File: src/rtl/adder_serial.sv
// rtl/adder_serial.sv - digit-serial a + b + cin adder with valid/ready handshakes
// Defining ADDER_SERIAL_OVF_EN adds the registered signed-overflow output ovf.
module adder_serial #(
   parameter int WIDTH = 32,
   parameter int DIGIT = 4
) (
   input  logic             clk,
   input  logic             rst,
   input  logic             in_valid,
   output logic             in_ready,
   input  logic [WIDTH-1:0] a,
   input  logic [WIDTH-1:0] b,
   input  logic             cin,
   output logic             out_valid,
   input  logic             out_ready,
   output logic [WIDTH-1:0] s,
   output logic             cout,
`ifdef ADDER_SERIAL_OVF_EN
   output logic             ovf,
`endif
   output logic             busy
);

   localparam int N  = WIDTH / DIGIT;
   localparam int CW = (N > 1) ? $clog2(N) : 1;
   // Only the digits still to be completed need holding; the newest digit comes from the adder.
   localparam int SW = (N > 1) ? WIDTH - DIGIT : 1;

   typedef enum logic [1:0] {IDLE, BUSY, DONE} state_t;

   state_t           state;
   logic [WIDTH-1:0] a_sh;
   logic [WIDTH-1:0] b_sh;
   logic [SW-1:0]    s_sh;
   logic             carry;
   logic [CW-1:0]    cnt;
   logic [DIGIT:0]   digit_sum;
   logic [WIDTH-1:0] s_next;

   generate
      if (WIDTH % DIGIT != 0) begin : g_bad_digit
         $error("adder_serial: WIDTH must be a multiple of DIGIT");
      end
   endgenerate

   assign digit_sum = {1'b0, a_sh[DIGIT-1:0]} + {1'b0, b_sh[DIGIT-1:0]} + {{DIGIT{1'b0}}, carry};

   generate
      if (N == 1) begin : g_single
         assign s_next = digit_sum[DIGIT-1:0];
      end else begin : g_multi
         assign s_next = {digit_sum[DIGIT-1:0], s_sh};
      end
   endgenerate

`ifdef ADDER_SERIAL_OVF_EN
   logic a_msb;
   logic b_msb;

   always_ff @(posedge clk) begin
      if (rst) begin
         a_msb <= 1'b0;
         b_msb <= 1'b0;
         ovf   <= 1'b0;
      end else if (state == IDLE && in_valid) begin
         a_msb <= a[WIDTH-1];
         b_msb <= b[WIDTH-1];
      end else if (state == BUSY && cnt == CW'(N - 1)) begin
         ovf <= (a_msb == b_msb) & (s_next[WIDTH-1] != a_msb);
      end
   end
`endif

   always_ff @(posedge clk) begin
      if (rst) begin
         state     <= IDLE;
         in_ready  <= 1'b1;
         out_valid <= 1'b0;
         busy      <= 1'b0;
         s         <= '0;
         cout      <= 1'b0;
         a_sh      <= '0;
         b_sh      <= '0;
         s_sh      <= '0;
         carry     <= 1'b0;
         cnt       <= '0;
      end else begin
         case (state)
            IDLE: begin
               if (in_valid) begin
                  a_sh     <= a;
                  b_sh     <= b;
                  carry    <= cin;
                  cnt      <= '0;
                  in_ready <= 1'b0;
                  busy     <= 1'b1;
                  state    <= BUSY;
               end
            end
            BUSY: begin
               carry <= digit_sum[DIGIT];
               a_sh  <= a_sh >> DIGIT;
               b_sh  <= b_sh >> DIGIT;
               s_sh  <= s_next[WIDTH-1:WIDTH-SW];
               cnt   <= cnt + 1'b1;
               if (cnt == CW'(N - 1)) begin
                  s         <= s_next;
                  cout      <= digit_sum[DIGIT];
                  out_valid <= 1'b1;
                  state     <= DONE;
               end
            end
            DONE: begin
               // in_ready stays low here so a consumed result never overlaps a new accept.
               if (out_ready) begin
                  out_valid <= 1'b0;
                  busy      <= 1'b0;
                  in_ready  <= 1'b1;
                  state     <= IDLE;
               end
            end
            default: begin
               state     <= IDLE;
               in_ready  <= 1'b1;
               out_valid <= 1'b0;
               busy      <= 1'b0;
            end
         endcase
      end
   end

endmodule

File: config.mk
export PLATFORM = sky130hd
export DESIGN_NAME = adder_serial
export DESIGN_NICKNAME = d
export VERILOG_FILES = /design/src/rtl/adder_serial.sv
export SDC_FILE = /design/constraint.sdc
export NUM_CORES = 1
export LEC_CHECK = 0
export ABC_CLOCK_PERIOD_IN_PS = 2100
export CORE_ASPECT_RATIO = 0.7
export CORE_MARGIN = 2
export CORE_UTILIZATION = 25
export CTS_CLUSTER_SIZE = 25
export DETAILED_ROUTE_END_ITERATION = 16
export PLACE_DENSITY = 0.41
export SYNTH_ARGS = -nofsm -noshare
export SYNTH_HDL_FRONTEND = slang
export SYNTH_SLANG_ARGS = --single-unit
File: constraint.sdc
create_clock -name clk -period 2.1 [get_ports clk]
set_input_delay 0.42 -clock clk [delete_from_list [all_inputs] [get_ports clk]]
set_output_delay 0.42 -clock clk [all_outputs]
set_load 0.02 [all_outputs]
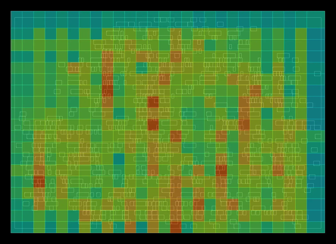
Fig. 1. Congestion heat map (run 1).
met1 Track Usage GR: 18.7%
GRT Total Usage: 13.3%
GR Util met2: 19.3%
busiest grt layer: met2

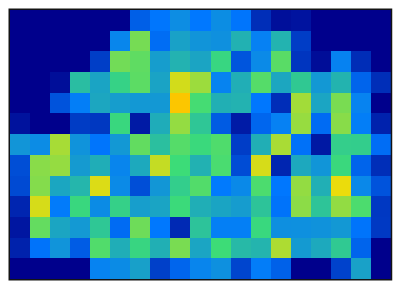
Fig. 2. Cell density map (run 1).
Drawn at 2 px/um. The die is cut into 19 by 13 equal tiles; dark blue is low, red is high, 0 to 100% covered.
emptiest ninth of the die: top left
densest ninth of the die: middle
tiles over 75% full: 0.40%

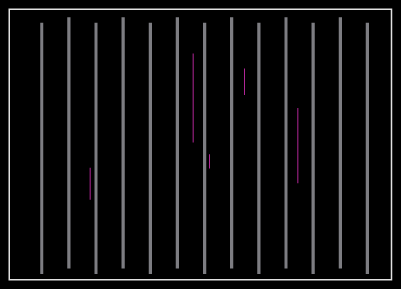
Fig. 3. Met4 routing (run 1).
Drawn at 2 px/um. Supply wires on this layer in gray.
nets with wire on the layer: 2
longest straight run: 44.2 um
main direction: vertical
share of all routed wire: 0.72%
wire length on this layer: 117 um

## run 1: through the flow
stage | power [mW] | setup slack, ps
after floorplan | 3.29 | 533
after global placement | 3.53 | 382
after detailed placement | 3.53 | 376
after CTS | 6.58 | 234
after global routing | 6.79 | 194
final | 6.46 | 253
## run 1: final cells by class
class                   count  share of cell area (%)
multi-input cells         536                    37.8
inverters                   5                   0.239
well taps                 318                    5.06
repair buffers            118                    15.3
flip-flops and latches    134                    34.2
clock inverters             9                    1.61
clock buffers              22                    5.78
## run 1: registers in the layout, indices dropped and copies added, names as in the netlist
register,flops
busy,1
carry,1
s_sh,28
state,2
cnt,3
a_sh,32
b_sh,32
out_valid,1
cout,1
in_ready,1
s,32
## run 1: where the power goes
part,internal (mW),switching [mW]
combinational,0.372,0.349
clock,1.89,1.10
sequential,2.67,0.0795
==> impl_metrics.toml, run 1 <==
# yosys + openroad results
[outcome]
status = "complete, no violations"

[synth]
syn_area_mm2 = 0.00608
async_flop_share_pct = 0
synth_flops = 134
ys_types = 39
yosys_cells = 740
aoi_share_pct = 14.1
adder_share_pct = 1.69
ys_warn_count = 0
common_cells = "dfxtp_1 (134), a21oi_1 (122), nand2_1 (115), nand2b_1 (66), nor2_1 (66)"
largest_area_cell = "dfxtp_1"
netlist_logic_family_top = "simple AND/OR/NAND/NOR gates"
xor_share_pct = 0.144
synthMuxAreaShare_pct = 0.165
synthesis.instances = 740
most_common_cell = "dfxtp_1"
ys_seq_share_pct = 44.1

[global_routing]
overflow = 0
grt_pass1_wl_um = 27000
grtUsageMet3_pct = 4.63
grt_max_degree = 77

[sta]
setup-tns-final_ps = 0
hold_viol_final = 0
fmaxAchievable_mhz = 541
drv_slew = 0
setup_violations = 0
slew_headroom_pct = 57.8
rsz0062_at_grt = "false"
hold_ws_ps = 451
period_minus_slack_ps = 1850
tightest_slew_ps = 633

[drt]
wire_per_inst_um = 14.3
route.detailed.drc = 0
wl_met3_um = 938
drt_pass1_iterations = 4
via_per_inst = 4.47
wl_um = 16300
via_count = 5110
met2_length_um = 6560
drt_iter0_markers = 282

[layout]
layout_top_cell_excl_fill_tap = "dfxtp_1"
diodes = 0
seq_area_mm2 = 0.00269
stdcell_area_mm2 = 0.00786
syn2layout_area_growth_pct = 29.3
combGateArea_mm2 = 0.00298
mostFrequentLayoutCells = "dfxtp_1 (132), a21oi_1 (122), nand2_1 (115)"
nets = 888
final_cells = 1142
drive_gt1_share_pct = 10.4

[clock_tree]
cts_buffers = 17
clockRootBuffer = "clkbuf_16"
path_clk_slew_ps = 60
htreeDepth = 4
cts.repair.resized = 0
post_cts_buffers = 0
cts.path.max_buffers = 2
insertion_delay_ps = 410
cts_tree = "done"

[worst_setup_path]
cp-startpoint = "out_valid"
r2r_end = "carry"
crit_chain = "clkdlybuf4s50_1"
slowest_delay_ps = 640
critical_path_arrival_ps = 1430
rrSetupSlack_ps = 410
cp_max_fo = 3
crit_required_ps = 1680
r2r_cells = 7
critical_path_buf_inv_count = 1

[die]
num_rows = 47
dieArea_mm2 = 0.0256
die_y_um = 134
die_w_um = 190
core_mm2 = 0.0238
fp_util_pct = 25.6

[place]
port_buffers = 104
dp_cells = 1111
dp_hpwl_um = 10500

[power_and_ir_drop]
ir_drop_uv = 550
powerDensity_mw_per_mm2 = 822

[run]
drv_cap = 0
Fig. 4: run 1, clock distribution
Drawn at 2 px/um.
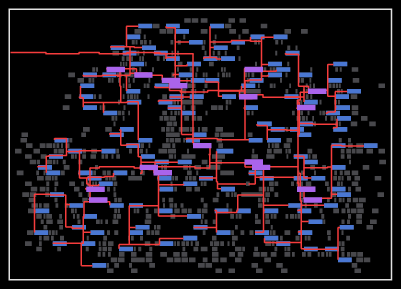

==> run 2, diff against run 1 <==
--- a/config.mk
+++ b/config.mk
@@ -5,7 +5,7 @@
 export SDC_FILE = /design/constraint.sdc
 export NUM_CORES = 1
 export LEC_CHECK = 0
-export ABC_CLOCK_PERIOD_IN_PS = 2100
+export ABC_CLOCK_PERIOD_IN_PS = 2250
 export CORE_ASPECT_RATIO = 0.7
 export CORE_MARGIN = 2
 export CORE_UTILIZATION = 25
==> constraint.sdc (replaced) <==
create_clock -name clk -period 2.25 [get_ports clk]
set_input_delay 0.45 -clock clk [delete_from_list [all_inputs] [get_ports clk]]
set_output_delay 0.45 -clock clk [all_outputs]
set_load 0.02 [all_outputs]
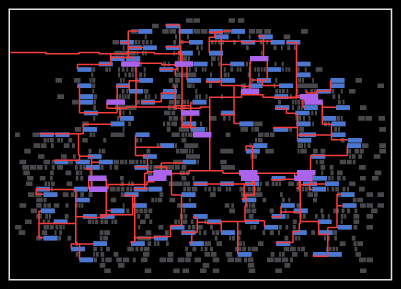
Fig. 5. Clock distribution (run 2).
Drawn at 2 px/um.
[purple] clock-net drivers | count: 17
[red] clock wires | length: 1980 um
[blue] flip-flops | count: 134
routed clock nets: 18
flops lie: spread over the die

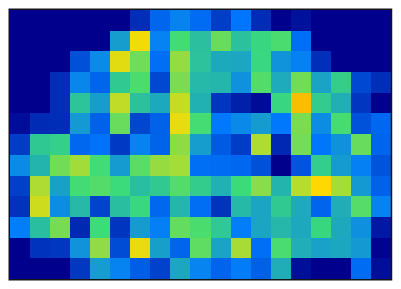
Fig. 6. Cell density map (run 2).
Drawn at 2 px/um. The die is cut into 19 by 13 equal tiles; dark blue is low, red is high, 0 to 100% covered.
fullest tile: 79%
tiles over 75% full: 0.80%
mean over tiles: 29%
nearly empty tiles: 16%
emptiest ninth of the die: top left

==> run 2 against run 1 <==
  * Critical path depth unchanged
  * Register-to-register slack better by 110 ps
  * Synthesized cell count is the same
  * Cell area increased by 0.94%
  * Non-clock buffer count up 1
  * Cell count barely moved
  * Wire length is 2.7% higher
  * Count of clock-buffer cells in the layout fell by 4
  * Via count is 0.94% higher
  * Sequential power decreased by 7%
  * Largest cell class unchanged
==> impl_metrics.toml, run 2 <==
# yosys + openroad results
[sta]
tightest_slew_ps = 589
hold_viol_final = 0
hold_ws_ps = 453
timing.final.crit_share_pct = 83.8
rsz0062_at_grt = "false"
slew_headroom_pct = 60.7
setup_violations = 0
setup-tns-final_ps = 0
drv_slew = 0
period_minus_slack_ps = 1890
layout_setup_ws_ps = 364
fmaxAchievable_mhz = 530

[worst_setup_path]
worst_setup_path_end_kind = "output port"
worstSetupPathType = "register to output port"
critical_path_buf_inv_count = 1
r2r_cells = 5
cp_max_fo = 2
slowest_delay_ps = 630
crit_cells = 1
crit_chain = "clkdlybuf4s50_1"
crit_required_ps = 1800
critical_path_arrival_ps = 1440

[clock_tree]
insertion_delay_ps = 420
path_clk_slew_ps = 60
cts_buffers = 17
clockRootBuffer = "clkbuf_16"
cts.repair.resized = 0
htreeDepth = 4
post_cts_buffers = 0
clock_sinks = 134
cts_tree = "done"
cts.path.max_buffers = 2

[synth]
synth_top_area_share_pct = 44.1
ys_types = 39
yosys_cells = 740
netlist_logic_family_top = "simple AND/OR/NAND/NOR gates"
synthesis.instances = 740
synth-edff-count = 0
ys_seq_share_pct = 44.1
common_cells = "dfxtp_1 (134), a21oi_1 (122), nand2_1 (115), nand2b_1 (66), nor2_1 (66)"
largest_area_cell = "dfxtp_1"
syn_area_mm2 = 0.00608
aoi_share_pct = 14.1
synthMuxAreaShare_pct = 0.165
most_common_cell = "dfxtp_1"
syn_avg_cell_area_um2 = 8.21
adder_share_pct = 1.69
async_flop_share_pct = 0
synth_flops = 134
flop_cell = "dfxtp_1"
xor_share_pct = 0.144
ys_warn_count = 0

[global_routing]
grt_use_met2_pct = 19.5
overflow = 0
grt_util_all_layers_pct = 13.5
use_met1_pct = 19.5
grt_pass1_wl_um = 27500
grtUsageMet3_pct = 4.50
busiest_layer = "met2"
grt_max_degree = 73

[power_and_ir_drop]
pg_comb_mw = 0.680
p_clk_mw = 3.14
ir_drop_uv = 511
power_frac_seq_pct = 40.2
switching_share_pct = 23.1
pg_seq_mw = 2.57
maxPowerGroup = "clock"
p_leak_nw = 2.82
share_comb_of_total_power_pct = 10.6
p_int_mw = 4.91
powerDensity_mw_per_mm2 = 805
clkPwrFrac_pct = 49.1
p_sw_mw = 1.48

[die]
core_mm2 = 0.0238
num_rows = 47
fp_util_pct = 25.6
die_w_um = 190
dieArea_mm2 = 0.0256
tap_cells = 318
die_y_um = 134

[layout]
largest_class = "combinational gates"
ff_count = 134
buffers = 119
syn2layout_area_growth_pct = 30.5
final_util_pct = 33.4
combGateArea_mm2 = 0.00298
comb_share_pct = 37.5
diodes = 0
inverters = 5
drive_gt1_share_pct = 10.9
bufAreaShareNonClock_pct = 15.1
n_clock_buffer = 18
seq_area_mm2 = 0.00269
layout_top_cell_excl_fill_tap = "dfxtp_1"
nets = 889
mostFrequentLayoutCells = "dfxtp_1 (132), a21oi_1 (122), nand2_1 (115)"
seq_share_pct = 33.9
logic_gate_count = 536
clkCellAreaFrac_pct = 8.31
reg_top3 = "a_sh x32, b_sh x32, s x32"

[drt]
wl_met3_um = 805
drt_pass1_iterations = 4
wire_per_inst_um = 14.6
drt_iter0_markers = 243
route.detailed.drc = 0
via_count = 5158
met2_length_um = 6900
wl_um = 16700
ant_nets = 0
via_per_inst = 4.51

[place]
port_buffers = 104
dp_hpwl_um = 10700
dpl_worst_slack_ps = 490
finalWeightedCongestion = 0.705

[outcome]
status = "complete, no violations"

[hold_path]
hold_path.class = "register to register"

[run]
drv_cap = 0
## run 2: cell counts after synthesis
Identical to the previous run, type by type.
## run 2: stage by stage
stage / power (mW) / cells / area (um2)
floorplan: 3.07 / 740 / 6080
global placement: 3.30 / 1112 / 7280
detailed placement: 3.30 / 1112 / 7280
CTS: 6.48 / 1143 / 7940
global route: 6.69 / 1143 / 7940
finish: 6.39 / 1143 / 7940
## run 2: worst paths after layout
check | start | to | slack [ps]
worst min register to register | s_sh[3] | s_sh[3] | 450
worst max-delay path | s[29] | s[29] | 360
worst max register to register | a_sh[0] | s_sh[27] | 520
worst min-delay path | s_sh[3] | s_sh[3] | 450
Fig. 7: run 2, port wiring
Drawn at 1.5 px/um.
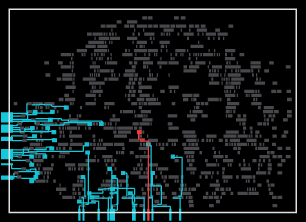

==> run 3, diff against run 2 <==
--- a/config.mk
+++ b/config.mk
@@ -5,13 +5,13 @@
 export SDC_FILE = /design/constraint.sdc
 export NUM_CORES = 1
 export LEC_CHECK = 0
-export ABC_CLOCK_PERIOD_IN_PS = 2250
+export ABC_CLOCK_PERIOD_IN_PS = 1700
 export CORE_ASPECT_RATIO = 0.7
 export CORE_MARGIN = 2
 export CORE_UTILIZATION = 25
 export CTS_CLUSTER_SIZE = 25
 export DETAILED_ROUTE_END_ITERATION = 16
-export PLACE_DENSITY = 0.41
+export PLACE_DENSITY = 0.42
 export SYNTH_ARGS = -nofsm -noshare
 export SYNTH_HDL_FRONTEND = slang
 export SYNTH_SLANG_ARGS = --single-unit
==> constraint.sdc (replaced) <==
create_clock -name clk -period 1.7 [get_ports clk]
set_input_delay 0.34 -clock clk [delete_from_list [all_inputs] [get_ports clk]]
set_output_delay 0.34 -clock clk [all_outputs]
set_load 0.02 [all_outputs]
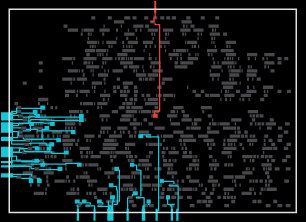
Fig. 8. Port wiring (run 3).
Drawn at 1.5 px/um.
| color | port | bits | direction | edge | end cells | buffers | wire |
|---|---|---|---|---|---|---|---|
| red | `cin` | 1 | input | top | 1 | 1 | 79.2 um |
| cyan | `b` | 32 | input | 20 left, 12 bottom | 32 | 32 | 843 um |

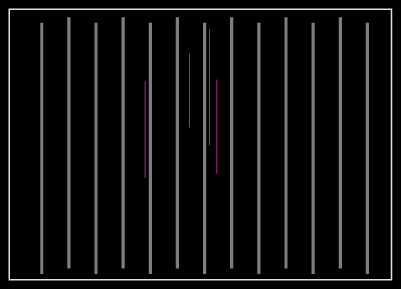
Fig. 9. Met4 routing (run 3).
Drawn at 2 px/um. Supply wires on this layer in gray.
share of all routed wire: 1.2%
longest straight run: 57.8 um

==> run 3 against run 2 <==
  * Total power grew 27%
  * Clock skew is essentially flat
  * Critical path depth up 6
  * Cell count is 1.0% higher
  * Via count down 2.6%
  * First-iteration DRC count rose by 20%
  * Hold slack lost 110 ps
  * Setup slack lost 220 ps
  * Non-clock buffer count is 11 higher
  * Die area did not move
  * Clock power is 19% higher
  * Largest cell class unchanged
  * Largest power group unchanged
==> impl_metrics.toml, run 3 <==
# yosys + openroad results
[outcome]
status = "complete, no violations"

[sta]
layout_setup_ws_ps = 146
rsz0062_at_grt = "false"
drv_slew = 0
fmaxAchievable_mhz = 644
tightest_slew_ps = 404
hold_viol_final = 0

[global_routing]
grt_util_all_layers_pct = 13.3
use_met1_pct = 20.1
grt_pass1_wl_um = 26800
busiest_layer = "met1"
grt_use_met2_pct = 17.9
grt_max_degree = 66
grtUsageMet3_pct = 3.53

[clock_tree]
cts.path.max_buffers = 2
path_clk_slew_ps = 60
cts.repair.resized = 36
htreeDepth = 4
post_cts_buffers = 0
cts_tree = "done"
clock_sinks = 134
clockRootBuffer = "clkbuf_16"

[synth]
yosys_cells = 740
ys_warn_count = 0
common_cells = "dfxtp_1 (134), a21oi_1 (122), nand2_1 (115), nand2b_1 (66), nor2_1 (66)"
synth-edff-count = 0
ys_types = 39
largest_area_cell = "dfxtp_1"
adder_share_pct = 1.69
netlist_logic_family_top = "simple AND/OR/NAND/NOR gates"
synthMuxAreaShare_pct = 0.165
synth_flops = 134
async_flop_share_pct = 0
syn_area_mm2 = 0.00608
xor_share_pct = 0.144
ys_seq_share_pct = 44.1

[power_and_ir_drop]
p_clk_mw = 3.75
p_sw_mw = 1.96
pg_comb_mw = 0.949
powerDensity_mw_per_mm2 = 1010
ir_drop_uv = 699

[worst_setup_path]
slowest_delay_ps = 330
critical_path_arrival_ps = 1840
crit_chain = "inv_1 -> fa_2 -> inv_1 -> fa_2 -> a21o_1 -> a21oi_2 -> a211oi_1"
r2r_end = "cout"
crit_required_ps = 1980
worstSetupPathType = "register to register"
r2r_cells = 7

[drt]
drt_pass1_iterations = 4
ant_nets = 0

[hold_path]
hold_end = "b_sh[30]"

[layout]
diodes = 0
drive_gt1_share_pct = 12.9

[die]
die_y_um = 134
die_w_um = 190
num_rows = 47
fp_util_pct = 25.6

[place]
finalWeightedCongestion = 0.712
dpl_worst_slack_ps = -7.89
dp_hpwl_um = 10600
[run 3: through the flow]
step | power (mW) | util [%] | hold slack, ps | area [um2] | std cells
global placement | 4.43 | 31.4 | 443 | 7460 | 1123
floorplan | 4.06 | - | 432 | 6080 | 740
CTS | 8.25 | 33.7 | 328 | 8020 | 1155
finish | 8.10 | 33.8 | 341 | 8030 | 1155
detailed placement | 4.42 | 31.4 | 447 | 7460 | 1123
global route | 8.48 | 33.8 | 346 | 8030 | 1155
[run 3: area by class of cell]
class                      count  area (um2)  share of cell area, %
multi-input combinational    536        2990                   37.3
sequential                   134        2690                   33.5
timing repair buffer         130        1340                   16.7
clock buffer                  19         443                   5.51
tap                          318         398                   4.95
clock inverter                13         155                   1.93
inverter                       5        18.8                  0.234
Power figures rest on the tool's default switching activity, not on a simulated workload.
